### src/rtl/popcount_accum.sv
// Packet popcount accumulator: sums per-byte counts over a packet and holds
// one saturated result (total, beats, overflow, illegal-count flag) for downstream.
module popcount_accum #(
   parameter int ACC_WIDTH  = 16,
   parameter int BEAT_WIDTH = 12
) (
   input  logic                  CLK,
   input  logic                  RESET,
   input  logic                  in_valid,
   output logic                  in_ready,
   input  logic [3:0]            in_count,
   input  logic                  in_last,
   output logic                  out_valid,
   input  logic                  out_ready,
   output logic [ACC_WIDTH-1:0]  out_total,
   output logic [BEAT_WIDTH-1:0] out_beats,
   output logic                  out_overflow,
   output logic                  out_err
);

   typedef enum logic {ACCUM, HOLD} state_t;

   state_t                state_reg, state_next;
   logic [ACC_WIDTH-1:0]  acc_reg;
   logic [BEAT_WIDTH-1:0] beats_reg;
   logic                  ovf_reg;
   logic                  err_reg;

   logic                  accept;
   logic [ACC_WIDTH:0]    acc_sum;
   logic [BEAT_WIDTH:0]   beat_sum;
   logic [ACC_WIDTH-1:0]  acc_sat;
   logic [BEAT_WIDTH-1:0] beat_sat;
   logic                  ovf_new;
   logic                  err_new;

   // One extra bit of headroom; the carry-out is the clip indication.
   assign acc_sum  = {1'b0, acc_reg} + {{(ACC_WIDTH - 3){1'b0}}, in_count};
   assign beat_sum = {1'b0, beats_reg} + {{BEAT_WIDTH{1'b0}}, 1'b1};
   assign acc_sat  = acc_sum[ACC_WIDTH] ? {ACC_WIDTH{1'b1}} : acc_sum[ACC_WIDTH-1:0];
   assign beat_sat = beat_sum[BEAT_WIDTH] ? {BEAT_WIDTH{1'b1}} : beat_sum[BEAT_WIDTH-1:0];
   assign ovf_new  = ovf_reg | acc_sum[ACC_WIDTH] | beat_sum[BEAT_WIDTH];
   assign err_new  = err_reg | (in_count > 4'd8);
   assign accept   = in_valid & in_ready;

   // Handshake outputs depend on the state register only.
   always_comb begin
      state_next = state_reg;
      in_ready   = 1'b0;
      out_valid  = 1'b0;
      case (state_reg)
         ACCUM: begin
            in_ready = 1'b1;
            if (in_valid && in_last) begin
               state_next = HOLD;
            end
         end
         HOLD: begin
            out_valid = 1'b1;
            if (out_ready) begin
               state_next = ACCUM;
            end
         end
         default: state_next = ACCUM;
      endcase
   end

   always_ff @(posedge CLK) begin
      if (RESET) begin
         state_reg    <= ACCUM;
         acc_reg      <= '0;
         beats_reg    <= '0;
         ovf_reg      <= 1'b0;
         err_reg      <= 1'b0;
         out_total    <= '0;
         out_beats    <= '0;
         out_overflow <= 1'b0;
         out_err      <= 1'b0;
      end else begin
         state_reg <= state_next;
         if (accept) begin
            if (in_last) begin
               out_total    <= acc_sat;
               out_beats    <= beat_sat;
               out_overflow <= ovf_new;
               out_err      <= err_new;
               acc_reg      <= '0;
               beats_reg    <= '0;
               ovf_reg      <= 1'b0;
               err_reg      <= 1'b0;
            end else begin
               acc_reg   <= acc_sat;
               beats_reg <= beat_sat;
               ovf_reg   <= ovf_new;
               err_reg   <= err_new;
            end
         end
      end
   end

endmodule

### config.mk
export PLATFORM = sky130hd
export DESIGN_NAME = popcount_accum
export DESIGN_NICKNAME = d
export VERILOG_FILES = /design/src/rtl/popcount_accum.sv
export SDC_FILE = /design/constraint.sdc
export NUM_CORES = 1
export LEC_CHECK = 0
export CORE_MARGIN = 8
export CORE_UTILIZATION = 55
export DETAILED_ROUTE_END_ITERATION = 12
export GPL_TIMING_DRIVEN = 0
export MAX_ROUTING_LAYER = met4
export PLACE_DENSITY = 0.82
export SETUP_SLACK_MARGIN = 0.02
export SYNTH_ARGS = -nofsm -noshare
export SYNTH_HDL_FRONTEND = slang
export SYNTH_SLANG_ARGS = --single-unit
### constraint.sdc
create_clock -name CLK -period 6.45 [get_ports CLK]
set_input_delay 1.935 -clock CLK [delete_from_list [all_inputs] [get_ports CLK]]
set_output_delay 1.935 -clock CLK [all_outputs]
set_load 0.03 [all_outputs]
==> run_1/sizes.png <==
Scale: 6 px per µm.
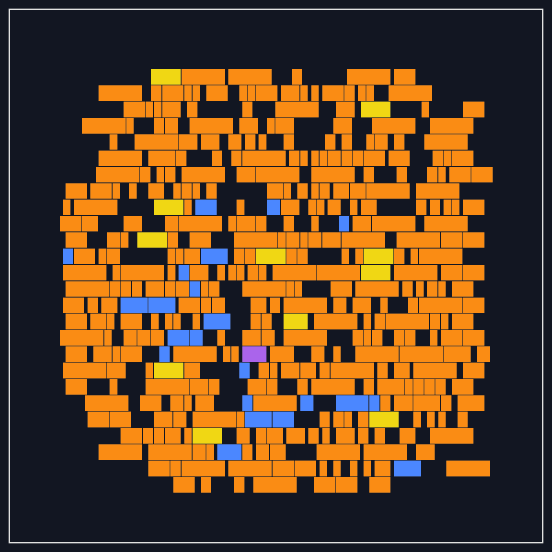
Key: yellow = _6 and larger [cells 11]; blue = _2 cells [cells 22]; orange = _0 and _1 cells [cells 362]; purple = _3 and _4 cells [cells 1]
Finished Cell Area: 3540 µm²
area delta synth->final: 21.9%
worst-case setup margin in the final layout: 2.32 ns

==> run_1/layer_met2.png <==
Scale: 4 px per µm.
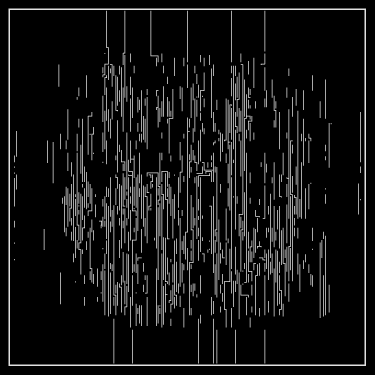
The layer carries 3,260 µm of wire. The longest straight run is 37.4 µm.
GR Util met2: 30.9%
total via count after detailed routing: 2,748

==> run_1/flops_by_reg.png <==
Scale: 4 px per µm. Other sequential cells in the stronger grey, the rest of the logic in the fainter grey.
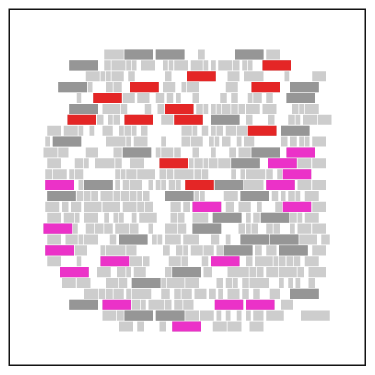
Key: magenta = out_total [flops 16]; red = beats_reg [flops 12]
Another 33 sequential cells are not coloured.
power of the sequential group: 0.000386 W
post-layout utilization of the core: 69.3%
Register Area: 1220 µm²

==> run_1/detail.png <==
Window x 32 to 57, y 32 to 57 µm. Cells in grey, sequential cells in the stronger grey; small squares are vias.
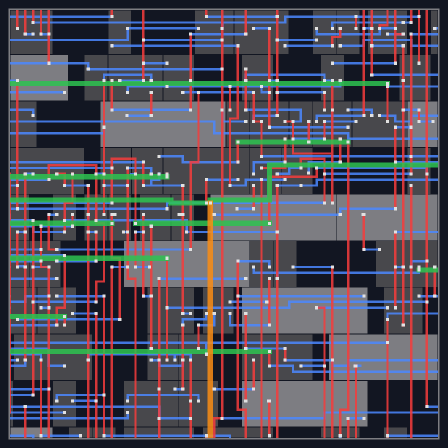
Key: red = metal 2; green = metal 3; orange = metal 4; blue = metal 1
Netlist names of flops here include acc_reg (3), beats_reg (2). Sequential cells in the window: 7. Most frequent: dfxtp_1 (7), nor2_1 (6), clkbuf_1 (5). 54 logic cells have their middle in the window.

==> results_tabular.tex, run 1 <==
% Implementation results table
\begin{tabular}{lr}
\hline
Metric & Value \\
\hline
\multicolumn{2}{l}{\textbf{STA}} \\
\quad Tmin final & 4.13 ns \\
\quad Final number of hold-violating endpoints & 0 \\
\quad Fmax & 242 MHz \\
\quad Relative slew margins & 53.9\% \\
\quad Final Slew Violations & 0 \\
\quad Worst Max-Slew Pin Slew & 0.692 ns \\
\quad Clock Skews & 0.00802 ns \\
\multicolumn{2}{l}{\textbf{Clock tree}} \\
\quad Clock transition time at the flip-flop clock pins of the worst setup and hold paths & 0.06 ns \\
\quad Number of resized instances in the post-cts repair step & 0 \\
\quad CTS Hold Bufs & 0 \\
\quad Number of buffers on the longest clock path & 2 \\
\quad Number of buffers added by the clock tree synthesis step & 9 \\
\quad Number of sinks on the clock net & 61 \\
\quad Cell at the root of the clock tree & sky130\_fd\_sc\_hd\_\_clkbuf\_8 \\
\multicolumn{2}{l}{\textbf{Place}} \\
\quad Port Buffer Count & 39 \\
\quad Dpl cell area & 3380 µm² \\
\quad Setup WS pre-CTS & 1.95 ns \\
\quad Cell count after placement & 451 \\
\quad Gp weighted congestion & 0.949 \\
\multicolumn{2}{l}{\textbf{Synthesis}} \\
\quad Simple-Gate Fraction of Synth Area & 23.8\% \\
\quad Post-synth top area cell & sky130\_fd\_sc\_hd\_\_dfxtp\_1 \\
\quad Synth Instances & 342 \\
\quad Mux cell area share & 1.72\% \\
\quad Largest logic family & simple AND/OR/NAND/NOR gates \\
\quad Adder Share, Synth & 2.84\% \\
\quad Synthesized area per cell & 8.49 µm² \\
\quad Synthesized cell area & 2900 µm² \\
\quad Yosys Instances & 342 \\
\quad Largest cells by area & sky130\_fd\_sc\_hd\_\_dfxtp\_1, sky130\_fd\_sc\_hd\_\_nand2\_1, sky130\_fd\_sc\_hd\_\_o21ai\_0 \\
\quad Chip Area, Yosys & 2900 µm² \\
\quad Number of register bits inferred by synthesis & 61 \\
\quad Flip-flop cell with the highest count after synthesis & sky130\_fd\_sc\_hd\_\_dfxtp\_1 \\
\quad Synthesized netlist net count & 357 \\
\quad Number of synthesized flops with an enable pin & 0 \\
\quad Most instantiated cells after synthesis & sky130\_fd\_sc\_hd\_\_dfxtp\_1, sky130\_fd\_sc\_hd\_\_nand2\_1, sky130\_fd\_sc\_hd\_\_o21ai\_0 \\
\quad Count of unique library cells instantiated by Yosys & 56 \\
\quad Fraction of registers with async set/reset & 0\% \\
\multicolumn{2}{l}{\textbf{Routing}} \\
\quad Drt first pass iters & 5 \\
\quad Average via count per standard cell & 5.90 \\
\quad Routed wirelength normalized by instance count & 16.1 µm \\
\quad Post-detailed-route count of antenna-violating nets & 0 \\
\multicolumn{2}{l}{\textbf{Critical path}} \\
\quad Worst EP required & 6.70 ns \\
\quad Crit-path cells & clkdlybuf4s50\_1 > ha\_1 > fa\_1 > a211oi\_2 > nor3\_2 > and2\_1 > buf\_6 > or3\_1 > a22o\_1 \\
\quad Endpoint arrival time on the critical path & 4.37 ns \\
\quad Slowest stage delay, CP & 0.43 ns \\
\quad Path type of the worst setup path & in2reg \\
\quad Startpoint kind of the worst setup timing path & input port \\
\quad Crit path capture type & register \\
\multicolumn{2}{l}{\textbf{Finish}} \\
\quad Proportion of layout cells with a drive suffix above 1 & 8.59\% \\
\quad Number of cells in the finished layout apart from fillers & 466 \\
\quad NumNets Final & 407 \\
\multicolumn{2}{l}{\textbf{Global route}} \\
\quad Overall overflow remaining after global route & 0 \\
\quad GRT Util Overall & 20.9\% \\
\quad Maximum number of pins on one net before global-route repair & 11 \\
\quad Number of global-route vias before repair & 2,568 \\
\multicolumn{2}{l}{\textbf{Floorplan}} \\
\quad Number of top-level pins & 41 \\
\quad Chip area & 7860 µm² \\
\quad Core utilization at floorplan & 56.8\% \\
\quad Core area & 5110 µm² \\
\quad Horizontal die size & 88.7 µm \\
\multicolumn{2}{l}{\textbf{Power and ir drop}} \\
\quad Power density over cell area & 211 nW/µm² \\
\quad Maximum VDD drop & 0.147 mV \\
\quad Total leakage power & 1.34 nW \\
\quad Power after layout & 0.000748 W \\
\multicolumn{2}{l}{\textbf{Status}} \\
\quad Outcome & complete, no violations \\
\multicolumn{2}{l}{\textbf{Worst hold path}} \\
\quad Tightest Hold Check Type & reg2reg \\
\multicolumn{2}{l}{\textbf{Job}} \\
\quad Number of max-cap violations & 0 \\
\quad OpenROAD warning count & 26 \\
\hline
\end{tabular}
## run 1: cells by family (layout without fill, tap and decap cells)
group / count (synthesis) / after routing
multiplexers: 5 / 5
buffers and inverters: 25 / 79
flip-flops: 61 / 61
XOR/XNOR: 12 / 12
AND-OR/OR-AND: 98 / 98
AND/OR/NAND/NOR: 135 / 135
adder cells (fa/ha/maj): 6 / 6
## run 1: critical path: cells and delay by family
family	cells	cell delay (ns)
compound gates	2	0.57
buf+inv	2	0.55
fa+ha+maj	2	0.66
simple gates	3	0.66
## run 1: stage by stage
stage	hold WS, ns	utilization (%)
floorplan	0.448	-
global placement	0.423	66.2
detailed placement	0.429	66.2
CTS	0.438	69.3
global route	0.454	69.3
finish	0.437	69.3
## run 1: path summary, 6_finish.rpt
| kind | start | endpoint | slack, ns | cells after the start |
|---|---|---|---|---|
| max | in_count[0] | out_overflow$_SDFFE_PP0P_ | 2.32 | 9 |
| min reg2reg | out_total[6]$_SDFFE_PP0P_ | out_total[6]$_SDFFE_PP0P_ | 0.44 | 2 |
| max reg2reg | acc_reg[0]$_SDFFE_PP0P_ | out_overflow$_SDFFE_PP0P_ | 4.03 | 8 |
| min | out_total[6]$_SDFFE_PP0P_ | out_total[6]$_SDFFE_PP0P_ | 0.44 | 2 |
## run 1: placed cells by master (no fill, tap or decap), types with 5 or more instances in the layout
cell and instances:
sky130_fd_sc_hd__xor2_1 8, sky130_fd_sc_hd__inv_1 6, sky130_fd_sc_hd__ha_1 5, sky130_fd_sc_hd__clkbuf_8 10, sky130_fd_sc_hd__a311oi_1 7, sky130_fd_sc_hd__buf_2 6, sky130_fd_sc_hd__a21oi_1 22, sky130_fd_sc_hd__or3_1 5
sky130_fd_sc_hd__o21ai_0 32, sky130_fd_sc_hd__nor2_1 25, sky130_fd_sc_hd__mux2i_1 5, sky130_fd_sc_hd__a31oi_1 5, sky130_fd_sc_hd__nor3_1 9, sky130_fd_sc_hd__clkdlybuf4s50_1 39, sky130_fd_sc_hd__dfxtp_1 61, sky130_fd_sc_hd__clkbuf_1 15
sky130_fd_sc_hd__nand2_1 45, sky130_fd_sc_hd__nand3_1 18
## run 1: routing by layer
metal	global-route usage [%]	share of wire, %
met5	-	0
met2	30.9	43
met4	8.76	2.1
met1	25.4	47
met3	6.69	7.7
## run 1: layout make-up
class	instances	area [µm²]
multi-input cells	256	1570
plain buffers	19	86.3
inverters	6	22.5
clock buffers	13	149
well taps	70	87.6
fillers	449	1570
repair buffers	39	390
clock inverters	2	10.0
flip-flops and latches	61	1220
## run 1: where the power goes
| group | internal, W | total [W] | switching [W] |
|---|---|---|---|
| sequential | 0.000382 | 0.000386 | 0.00000370 |
| clock | 0.000147 | 0.000291 | 0.000145 |
| combinational | 0.0000237 | 0.0000705 | 0.0000468 |
| total | 0.000553 | 0.000748 | 0.000195 |
==> run 2: changes to the inputs <==
- CORE_UTILIZATION: 55 -> 49
- PLACE_DENSITY: 0.82 -> 0.78
- clock period: 6.45 -> 3.6 ns (I/O delays scaled with it)
==> run 2 against run 1 <==
  * Die size increased by 10%
  * Sequential share of layout area decreased by 0.12 points
  * Worst setup slack got worse by 2.0 ns
  * Synthesized cell count unchanged
  * Final cell count increased by 0.86%
  * Clock-buffer cell count decreased by 1
  * Core utilization decreased by 8.2 points
  * Register-to-register slack got worse by 2.9 ns
  * Critical path type unchanged
==> results_tabular.tex, run 2 <==
% Implementation results table
\begin{tabular}{lr}
\hline
Metric & Value \\
\hline
\multicolumn{2}{l}{\textbf{Status}} \\
\quad Outcome & complete, no violations \\
\multicolumn{2}{l}{\textbf{Clock tree}} \\
\quad Cell at the root of the clock tree & sky130\_fd\_sc\_hd\_\_clkbuf\_8 \\
\quad Number of resized instances in the post-cts repair step & 0 (unchanged) \\
\quad Number of buffers on the longest clock path & 2 (unchanged) \\
\quad Number of buffers added by the clock tree synthesis step & 9 (unchanged) \\
\quad Clock transition time at the flip-flop clock pins of the worst setup and hold paths & 0.06 ns (about the same) \\
\quad Number of sinks on the clock net & 61 (unchanged) \\
\quad CTS Hold Bufs & 0 (unchanged) \\
\multicolumn{2}{l}{\textbf{Synthesis}} \\
\quad Most instantiated cells after synthesis & sky130\_fd\_sc\_hd\_\_dfxtp\_1, sky130\_fd\_sc\_hd\_\_nand2\_1, sky130\_fd\_sc\_hd\_\_o21ai\_0 \\
\quad Fraction of registers with async set/reset & 0\% (unchanged) \\
\quad Post-synth top area cell & sky130\_fd\_sc\_hd\_\_dfxtp\_1 \\
\quad Chip Area, Yosys & 2900 µm² (unchanged) \\
\quad Count of unique library cells instantiated by Yosys & 56 (unchanged) \\
\quad Dominant cell by count in the synthesized netlist & sky130\_fd\_sc\_hd\_\_dfxtp\_1 \\
\quad Yosys Instances & 342 (unchanged) \\
\quad Number of register bits inferred by synthesis & 61 (unchanged) \\
\quad Flip-flop cell with the highest count after synthesis & sky130\_fd\_sc\_hd\_\_dfxtp\_1 \\
\quad Number of synthesized flops with an enable pin & 0 (unchanged) \\
\quad Synthesized area per cell & 8.49 µm² (unchanged) \\
\quad Synth Instances & 342 (unchanged) \\
\quad Largest cells by area & sky130\_fd\_sc\_hd\_\_dfxtp\_1, sky130\_fd\_sc\_hd\_\_nand2\_1, sky130\_fd\_sc\_hd\_\_o21ai\_0 \\
\quad Synthesized netlist net count & 357 (unchanged) \\
\multicolumn{2}{l}{\textbf{Power and ir drop}} \\
\quad Maximum VDD drop & 0.204 mV (+39\%) \\
\quad Switching power as a share of total power & 25.8\% (-0.24 points) \\
\quad Sequential fraction of design power & 51.0\% (-0.6 points) \\
\quad Total leakage power & 1.35 nW (+0.36\%) \\
\quad Clock network power share & 39.7\% (+0.7 points) \\
\quad Fraction of power consumed by combinational cells & 9.3\% (about the same) \\
\quad Internal power & 0.00100 W (+82\%) \\
\multicolumn{2}{l}{\textbf{STA}} \\
\quad Clock Skews & 0.00444 ns (-0.00358 ns) \\
\quad Worst Max-Slew Pin Slew & 0.680 ns (-0.0124 ns) \\
\quad Endpoints failing setup & 0 \\
\quad Final number of hold-violating endpoints & 0 (unchanged) \\
\quad Worst-case setup margin in the final layout & 0.271 ns (-2.05 ns) \\
\quad Fmax & 300 MHz \\
\quad Relative slew margins & 54.7\% (+0.83 points) \\
\multicolumn{2}{l}{\textbf{Critical path}} \\
\quad Crit path capture type & register \\
\quad Launching element of the worst setup path & in\_count[0] \\
\quad Worst reg2reg path startpoint & acc\_reg[0]\$\_SDFFE\_PP0P\_ \\
\quad Depth of the most critical reg-to-reg path & 8 (unchanged) \\
\quad Endpoint arrival time on the critical path & 3.57 ns (-0.80 ns) \\
\quad Worst EP required & 3.84 ns (-2.86 ns) \\
\quad Startpoint kind of the worst setup timing path & input port \\
\quad Path type of the worst setup path & in2reg \\
\multicolumn{2}{l}{\textbf{Floorplan}} \\
\quad Number of top-level pins & 41 (unchanged) \\
\quad Num rows & 28 \\
\quad Chip area & 8640 µm² (+10\%) \\
\quad Core utilization at floorplan & 49.9\% (-6.9 points) \\
\quad Horizontal die size & 93.0 µm (+4.9\%) \\
\multicolumn{2}{l}{\textbf{Routing}} \\
\quad Post-detailed-route count of antenna-violating nets & 0 (unchanged) \\
\quad Average via count per standard cell & 5.80 (-1.6\%) \\
\quad Drt first pass iters & 4 (-1) \\
\multicolumn{2}{l}{\textbf{Finish}} \\
\quad Register Area & 1220 µm² (unchanged) \\
\quad Area delta synth->final & 22.4\% \\
\quad Finished Cell Area & 3550 µm² (+0.35\%) \\
\quad Proportion of layout cells with a drive suffix above 1 & 8.86\% (+0.27 points) \\
\quad Number of fillers in the final layout & 528 (+18\%) \\
\quad NumNets Final & 407 (unchanged) \\
\quad Area of the multi-input gates & 1570 µm² (unchanged) \\
\multicolumn{2}{l}{\textbf{Worst hold path}} \\
\quad Tightest Hold Check Type & reg2reg \\
\quad Worst min-delay path startpoint & out\_total[6]\$\_SDFFE\_PP0P\_ \\
\quad Hold Path Stages & 2 (unchanged) \\
\multicolumn{2}{l}{\textbf{Place}} \\
\quad Setup WS pre-CTS & -0.0279 ns (-1.98 ns) \\
\quad Port Buffer Count & 39 (unchanged) \\
\quad Gp weighted congestion & 0.876 (-7.7\%) \\
\quad Dpl cell area & 3390 µm² (+0.19\%) \\
\multicolumn{2}{l}{\textbf{Global route}} \\
\quad GRT Util Overall & 19.0\% (-1.9 points) \\
\quad Maximum number of pins on one net before global-route repair & 11 (unchanged) \\
\quad Overall overflow remaining after global route & 0 (unchanged) \\
\quad Number of global-route vias before repair & 2,609 (+1.6\%) \\
\multicolumn{2}{l}{\textbf{Job}} \\
\quad OpenROAD warning count & 26 (unchanged) \\
\quad Number of max-cap violations & 0 (unchanged) \\
\hline
\end{tabular}
run 2: cell counts after synthesis:
Identical to the previous run, type by type.
run 2: kinds of logic (layout without fill, tap and decap cells):
family	Yosys count	after routing	synth area share, %
XOR/XNOR	12	12	3.62
adder cells (fa/ha/maj)	6	6	2.84
buffers and inverters	25	78	3.75
AND-OR/OR-AND	98	98	22.2
flip-flops	61	61	42.1
multiplexers	5	5	1.72
AND/OR/NAND/NOR	135	135	23.8
run 2: through the flow:
stage          setup TNS, ns  hold WS [ns]  std cells  utilization [%]  total power [W]
2_1_floorplan              0         0.448        342                -         0.000782
3_3_place_gp         -0.0162         0.425        456             58.2         0.000829
3_5_place_dp         -0.0505         0.429        456             58.2         0.000831
4_1_cts                    0         0.438        470             61.1          0.00136
5_1_grt                    0         0.463        470             61.1          0.00140
6_report                   0         0.437        470             61.1          0.00135
run 2: worst max-delay path, cell delays in order:
cell	delay (ns)
sky130_fd_sc_hd__clkdlybuf4s50_1	0.42
sky130_fd_sc_hd__ha_1	0.23
sky130_fd_sc_hd__fa_1	0.45
sky130_fd_sc_hd__a211oi_2	0.38
sky130_fd_sc_hd__nor3_2	0.16
sky130_fd_sc_hd__and2_1	0.18
sky130_fd_sc_hd__buf_6	0.14
sky130_fd_sc_hd__or3_1	0.32
sky130_fd_sc_hd__a22o_1	0.20
run 2: final cells by class:
type | count | area share [%]
Tap cell | 75 | 2.64
Buffer | 19 | 2.43
Timing Repair Buffer | 39 | 11.0
Sequential cell | 61 | 34.4
Clock inverter | 2 | 0.282
Multi-Input combinational cell | 256 | 44.3
Clock buffer | 12 | 4.37
Inverter | 6 | 0.634
run 2: power groups by stage:
| stage | combinational, W | clock (W) | sequential (W) |
|---|---|---|---|
| global route | 0.000137 | 0.000571 | 0.000693 |
| finish | 0.000126 | 0.000537 | 0.000691 |
| CTS | 0.000126 | 0.000541 | 0.000692 |
| floorplan | 0.0000658 | 0 | 0.000717 |
| global placement | 0.000123 | 0 | 0.000706 |
| detailed placement | 0.000124 | 0 | 0.000707 |
run 2: final timing paths:
kind	endpoint
hold / removal	out_total[6]$_SDFFE_PP0P_
setup reg to reg	out_overflow$_SDFFE_PP0P_
hold reg to reg	out_total[6]$_SDFFE_PP0P_
setup / recovery	out_overflow$_SDFFE_PP0P_
run 2: metal layers:
layer  share of wire [%]  vias up  GRT usage, %
met2                  44       78          29.2
met3                 5.7       14          4.13
li1                    -     1339             -
met5                   0        -             -
met1                  48     1297          22.6
met4                 2.3        0          10.6
==> run_2/layer_met2.png <==
Scale: 4 px per µm.
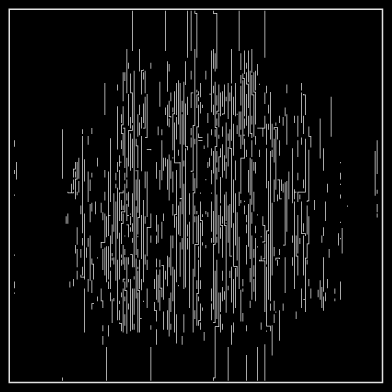
The longest straight run is 49.0 µm. The wires run mostly vertical. The layer carries 3,370 µm of wire.
drt total wl: 7.58 mm
total via count after detailed routing: 2,728
GR Util met2: 29.2%

==> run_2/congestion.png <==
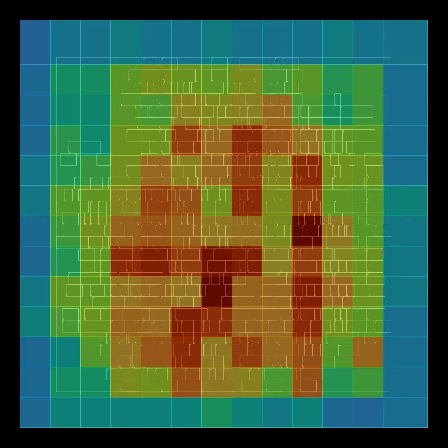
routed wirelength normalized by instance count: 16.1 µm
GR met1 Demand/Resource: 22.6%
post-layout utilization of the core: 61.1%

Power figures rest on the tool's default switching activity, not on a simulated workload.
